Wiring heat map:
Bar = 50 um. 18 x 35 tiles, from white (low) to dark blue (high), scaled to the fullest tile. Values are wire area over tile area, all layers added.
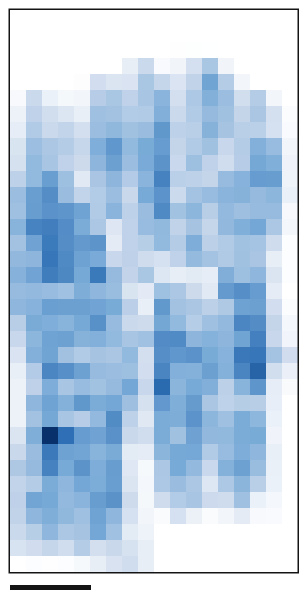
M3 wires:
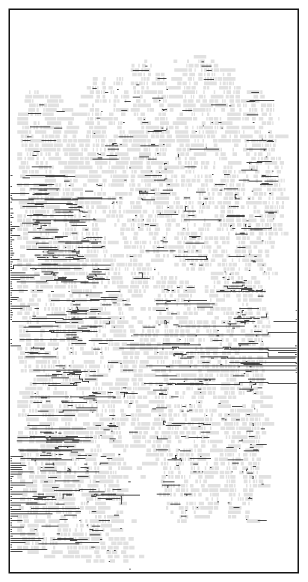
A small window of the routed layout:
Window x 68 to 108, y 153 to 193 um. Cells in grey, sequential cells in the stronger grey; small squares are vias.
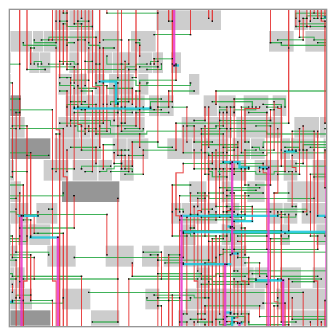
Clock distribution:
Bar = 50 um.
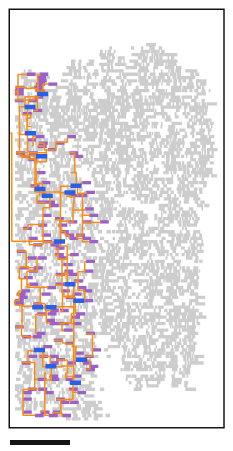
**src/rtl/inv_key_expansion_control.sv**
```systemverilog
// Byte-serial AES-128 inverse key schedule: loads the round-10 key, then streams round keys 10..0.
// Optional OUT_BYTE_REG_EN adds one register stage on out_valid/output_key.
module inv_key_expansion_control (
  input  logic         clk,
  input  logic         rst,
  input  logic         in_valid,
  input  logic [7:0]   input_key,
  output logic         out_valid,
  output logic [7:0]   output_key,
  output logic [127:0] output_key1,
  output logic [3:0]   round,
  output logic         busy,
  output logic         done
);
  typedef enum logic [2:0] {IDLE, LOAD, EMIT, GEN, DONE} state_t;

  state_t       state_reg, state_next;
  logic [127:0] key_reg, key_next;
  logic [3:0]   cnt_reg, cnt_next;
  logic [3:0]   round_reg, round_next;
  logic [7:0]   key_bytes [16];
  logic [7:0]   sbox_in, sbox_out, rcon;
  logic         byte_valid;
  logic [7:0]   byte_data;

  generate
    for (genvar gi = 0; gi < 16; gi++) begin : g_lane
      assign key_bytes[gi] = key_reg[127-8*gi -: 8];
    end
  endgenerate

  function automatic logic [7:0] gf_mul(input logic [7:0] a, input logic [7:0] b);
    logic [7:0] p, x;
    p = 8'h00;
    x = a;
    for (int i = 0; i < 8; i++) begin
      if (b[i]) p = p ^ x;
      x = {x[6:0], 1'b0} ^ (x[7] ? 8'h1b : 8'h00);
    end
    return p;
  endfunction

  // S-box as a^254 (multiplicative inverse) followed by the affine map
  function automatic logic [7:0] sbox(input logic [7:0] a);
    logic [7:0] p, sq;
    p  = 8'h01;
    sq = a;
    for (int k = 1; k < 8; k++) begin
      sq = gf_mul(sq, sq);
      p  = gf_mul(p, sq);
    end
    return p ^ {p[6:0], p[7]} ^ {p[5:0], p[7:6]} ^ {p[4:0], p[7:5]} ^ {p[3:0], p[7:4]} ^ 8'h63;
  endfunction

  always_comb begin
    rcon = 8'h00;
    case (round_reg)
      4'd10: rcon = 8'h36;
      4'd9:  rcon = 8'h1b;
      4'd8:  rcon = 8'h80;
      4'd7:  rcon = 8'h40;
      4'd6:  rcon = 8'h20;
      4'd5:  rcon = 8'h10;
      4'd4:  rcon = 8'h08;
      4'd3:  rcon = 8'h04;
      4'd2:  rcon = 8'h02;
      4'd1:  rcon = 8'h01;
      default: rcon = 8'h00;
    endcase
  end

  // GEN step k (1..4) feeds RotWord(w3) byte k-1, i.e. w3 byte k mod 4
  assign sbox_in  = key_bytes[{2'b11, cnt_reg[1:0]}];
  assign sbox_out = sbox(sbox_in);

  always_comb begin
    state_next = state_reg;
    key_next   = key_reg;
    cnt_next   = cnt_reg;
    round_next = round_reg;
    case (state_reg)
      IDLE, DONE: begin
        if (in_valid) begin
          key_next[127:120] = input_key;
          cnt_next          = 4'd1;
          state_next        = LOAD;
        end
      end
      LOAD: begin
        if (in_valid) begin
          for (int b = 0; b < 16; b++)
            if (cnt_reg == 4'(b)) key_next[127-8*b -: 8] = input_key;
          cnt_next = cnt_reg + 4'd1;
          if (cnt_reg == 4'd15) begin
            state_next = EMIT;
            round_next = 4'd10;
            cnt_next   = 4'd0;
          end
        end
      end
      EMIT: begin
        cnt_next = cnt_reg + 4'd1;
        if (cnt_reg == 4'd15) begin
          cnt_next   = 4'd0;
          state_next = (round_reg == 4'd0) ? DONE : GEN;
        end
      end
      GEN: begin
        cnt_next = cnt_reg + 4'd1;
        if (cnt_reg == 4'd0) begin
          key_next[95:0] = {key_reg[95:64] ^ key_reg[127:96],
                            key_reg[63:32] ^ key_reg[95:64],
                            key_reg[31:0]  ^ key_reg[63:32]};
        end else begin
          for (int b = 0; b < 4; b++)
            if (cnt_reg == 4'(b + 1))
              key_next[127-8*b -: 8] = key_bytes[b] ^ sbox_out ^ ((b == 0) ? rcon : 8'h00);
        end
        if (cnt_reg == 4'd4) begin
          cnt_next   = 4'd0;
          round_next = round_reg - 4'd1;
          state_next = EMIT;
        end
      end
      default: state_next = IDLE;
    endcase
  end

  always_ff @(posedge clk) begin
    if (!rst) begin
      state_reg <= IDLE;
      key_reg   <= '0;
      cnt_reg   <= '0;
      round_reg <= '0;
    end else begin
      state_reg <= state_next;
      key_reg   <= key_next;
      cnt_reg   <= cnt_next;
      round_reg <= round_next;
    end
  end

  assign byte_valid  = (state_reg == EMIT);
  assign byte_data   = byte_valid ? key_bytes[cnt_reg] : 8'h00;
  assign output_key1 = key_reg;
  assign round       = round_reg;
  assign busy        = (state_reg == LOAD) || (state_reg == EMIT) || (state_reg == GEN);
  assign done        = (state_reg == DONE);

`ifdef OUT_BYTE_REG_EN
  always_ff @(posedge clk) begin
    if (!rst) begin
      out_valid  <= 1'b0;
      output_key <= 8'h00;
    end else begin
      out_valid  <= byte_valid;
      output_key <= byte_data;
    end
  end
`else
  assign out_valid  = byte_valid;
  assign output_key = byte_data;
`endif

endmodule

```
**config.mk**
```make
export PLATFORM = sky130hd
export DESIGN_NAME = inv_key_expansion_control
export DESIGN_NICKNAME = d
export VERILOG_FILES = /design/src/rtl/inv_key_expansion_control.sv
export SDC_FILE = /design/constraint.sdc
export NUM_CORES = 1
export LEC_CHECK = 0
export ABC_AREA = 0
export CAP_MARGIN = 20
export CORE_ASPECT_RATIO = 2
export CORE_MARGIN = 4
export CORE_UTILIZATION = 41
export CTS_CLUSTER_DIAMETER = 150
export DETAILED_ROUTE_END_ITERATION = 7
export HOLD_SLACK_MARGIN = 0.05
export PLACE_DENSITY = 0.64
export SYNTH_ARGS = -nofsm -noshare
export SYNTH_HDL_FRONTEND = slang
export SYNTH_SLANG_ARGS = --single-unit
```
**constraint.sdc**
```tcl
create_clock -name clk -period 16.4 [get_ports clk]
set_input_delay 3.28 -clock clk [delete_from_list [all_inputs] [get_ports clk]]
set_output_delay 3.28 -clock clk [all_outputs]
set_load 0.01 [all_outputs]
```
==> flow_summary.toml <==
# implementation run metrics
[run_status]
status = "completed"

[worst_setup_path]
rrSetupSlack_ps = 610
cpMaxStageDelayCell = "mux4_2"
worst-endpoint-arrival_ps = 16160
critPathMaxFanout = 17
r2r.worst_path.cells = 52
critPathCaptureType = "flop"
timing.critical_path.max_delay_family = "XOR/XNOR gates"

[yosys]
async_reset_ff_share_pct = 0
common_cells = "nor2_1, xnor2_1, o21ai_0"
syn_nets = 3081
yosys-stat-cells = 3053
ys.flops = 147
top_cells_by_area = "xnor2_1, dfxtp_1, xnor3_1, nor2_1, o21ai_0"
netlist.top_cell.by_area = "xnor2_1"
ys.warnings.count = 0
post_synth_area_from_yosys_stat_sq_mm = 0.02337
synth-edff-count = 0

[hold_path]
min_path_type = "reg -> reg"
holdCritStartpoint = "output_key1[18]"
hold-path-cell-count = 2

[sta]
period_used_pct = 96.31
drv_slew = 0
worst_hold_slack_ps = 518.4
setup_tns_ps = 0

[drt]
route.detailed.wl_per_inst_um = 23.85
post-route-drc-count = 0

[final_layout]
largest_reg_flops = 128
most-common-layout-cells = "nor2_1, xnor2_1, o21ai_0, a21oi_1, nand2_1"
layout.filler_cells = 5483

[clock_network]
hold_buffer_count_at_cts = 0
cts-buffers-inserted = 17

[floorplanning]
core_area_sq_mm = 0.05633
die_width_um = 176.8
floorplan.io_pins = 154
fp.dieArea_sq_mm = 0.06112
die_y_um = 345.7

[grt]
number_of_antenna_violations_at_the_first_check_in_global_routing = 1
global_route_wire_length_before_repair_um = 143100

[placement]
dp.final_hpwl_um = 73550
About 'wiring heat map':
fullest tile = 0.92
mean over tiles = 0.27
nearly empty tiles = 19%
GRT Overall Usage: 29.75%
drt total wl: 95030 um

About 'M3 wires':
wire length on this layer = 5720 um
nets with wire on the layer = 466
global-route met3 utilization: 4.473%
routed via count: 24596

About 'a small window of the routed layout':
magenta -> M4
green -> M1
cyan -> M3
red -> M2
sequential cells in the window = 3
netlist names of flops here include = `output_key1` (3)
most frequent = xnor2_1 (17), nor2_1 (15), o21ai_0 (12)
cells with their middle in the window = 109

About 'clock distribution':
orange -> clock wires  # length 2180 um
purple -> flip-flops  # count 147
blue -> clock-net drivers  # count 17
routed clock nets = 18
clock latency reported for the late side of the worst-skew pair: 450 ps
Worst Skew: 9.335 ps

==> repair_timing <==
| item | in CTS | in global routing |
|---|---|---|
| endpoints found under the setup margin | 32 | 32 |
| pin swaps | 2 | 28 |
| buffers inserted | 8 | 22 |
| gates resized | 19 | 105 |
| hold endpoints to repair | 0 | 0 |
==> cell type report <==
class | instances | area, sq um | share of cell area, %
timing repair buffer | 377 | 3282 | 11.65
tap | 750 | 938.4 | 3.331
clock inverter | 10 | 195.2 | 0.6929
multi-input combinational | 2636 | 20180 | 71.63
inverter | 42 | 163.9 | 0.5819
clock buffer | 22 | 464.2 | 1.648
sequential | 147 | 2948 | 10.47
==> metal layers <==
layer / routed length (um) / vias to the layer above / GRT usage, %
li1: - / 11074 / -
met3: 5718 / 468 / 4.473
met5: 12 / - / 0
met2: 48910 / 1243 / 54.75
met1: 30560 / 11809 / 28.87
met4: 9824 / 2 / 23.63
==> worst max-delay path by stage <==
stage	start	end	slack [ps]	depth (start not counted)
after floorplan	cnt_reg[0]	output_key1[102]	0.1	63
after global placement	cnt_reg[0]	output_key1[111]	-330	56
after detailed placement	cnt_reg[0]	output_key1[111]	-620	58
after CTS	cnt_reg[0]	output_key1[120]	7	60
after global routing	cnt_reg[0]	output_key1[102]	-120	59
final	cnt_reg[0]	output_key1[120]	610	52
==> logic make-up after synthesis <==
kind of cell / synth area share [%]
AND/OR/NAND/NOR: 21.08
AND-OR/OR-AND: 20.82
XOR/XNOR: 32.80
buffers and inverters: 4.764
flip-flops: 12.59
multiplexers: 6.954
adder cells (fa/ha/maj): 0.9957
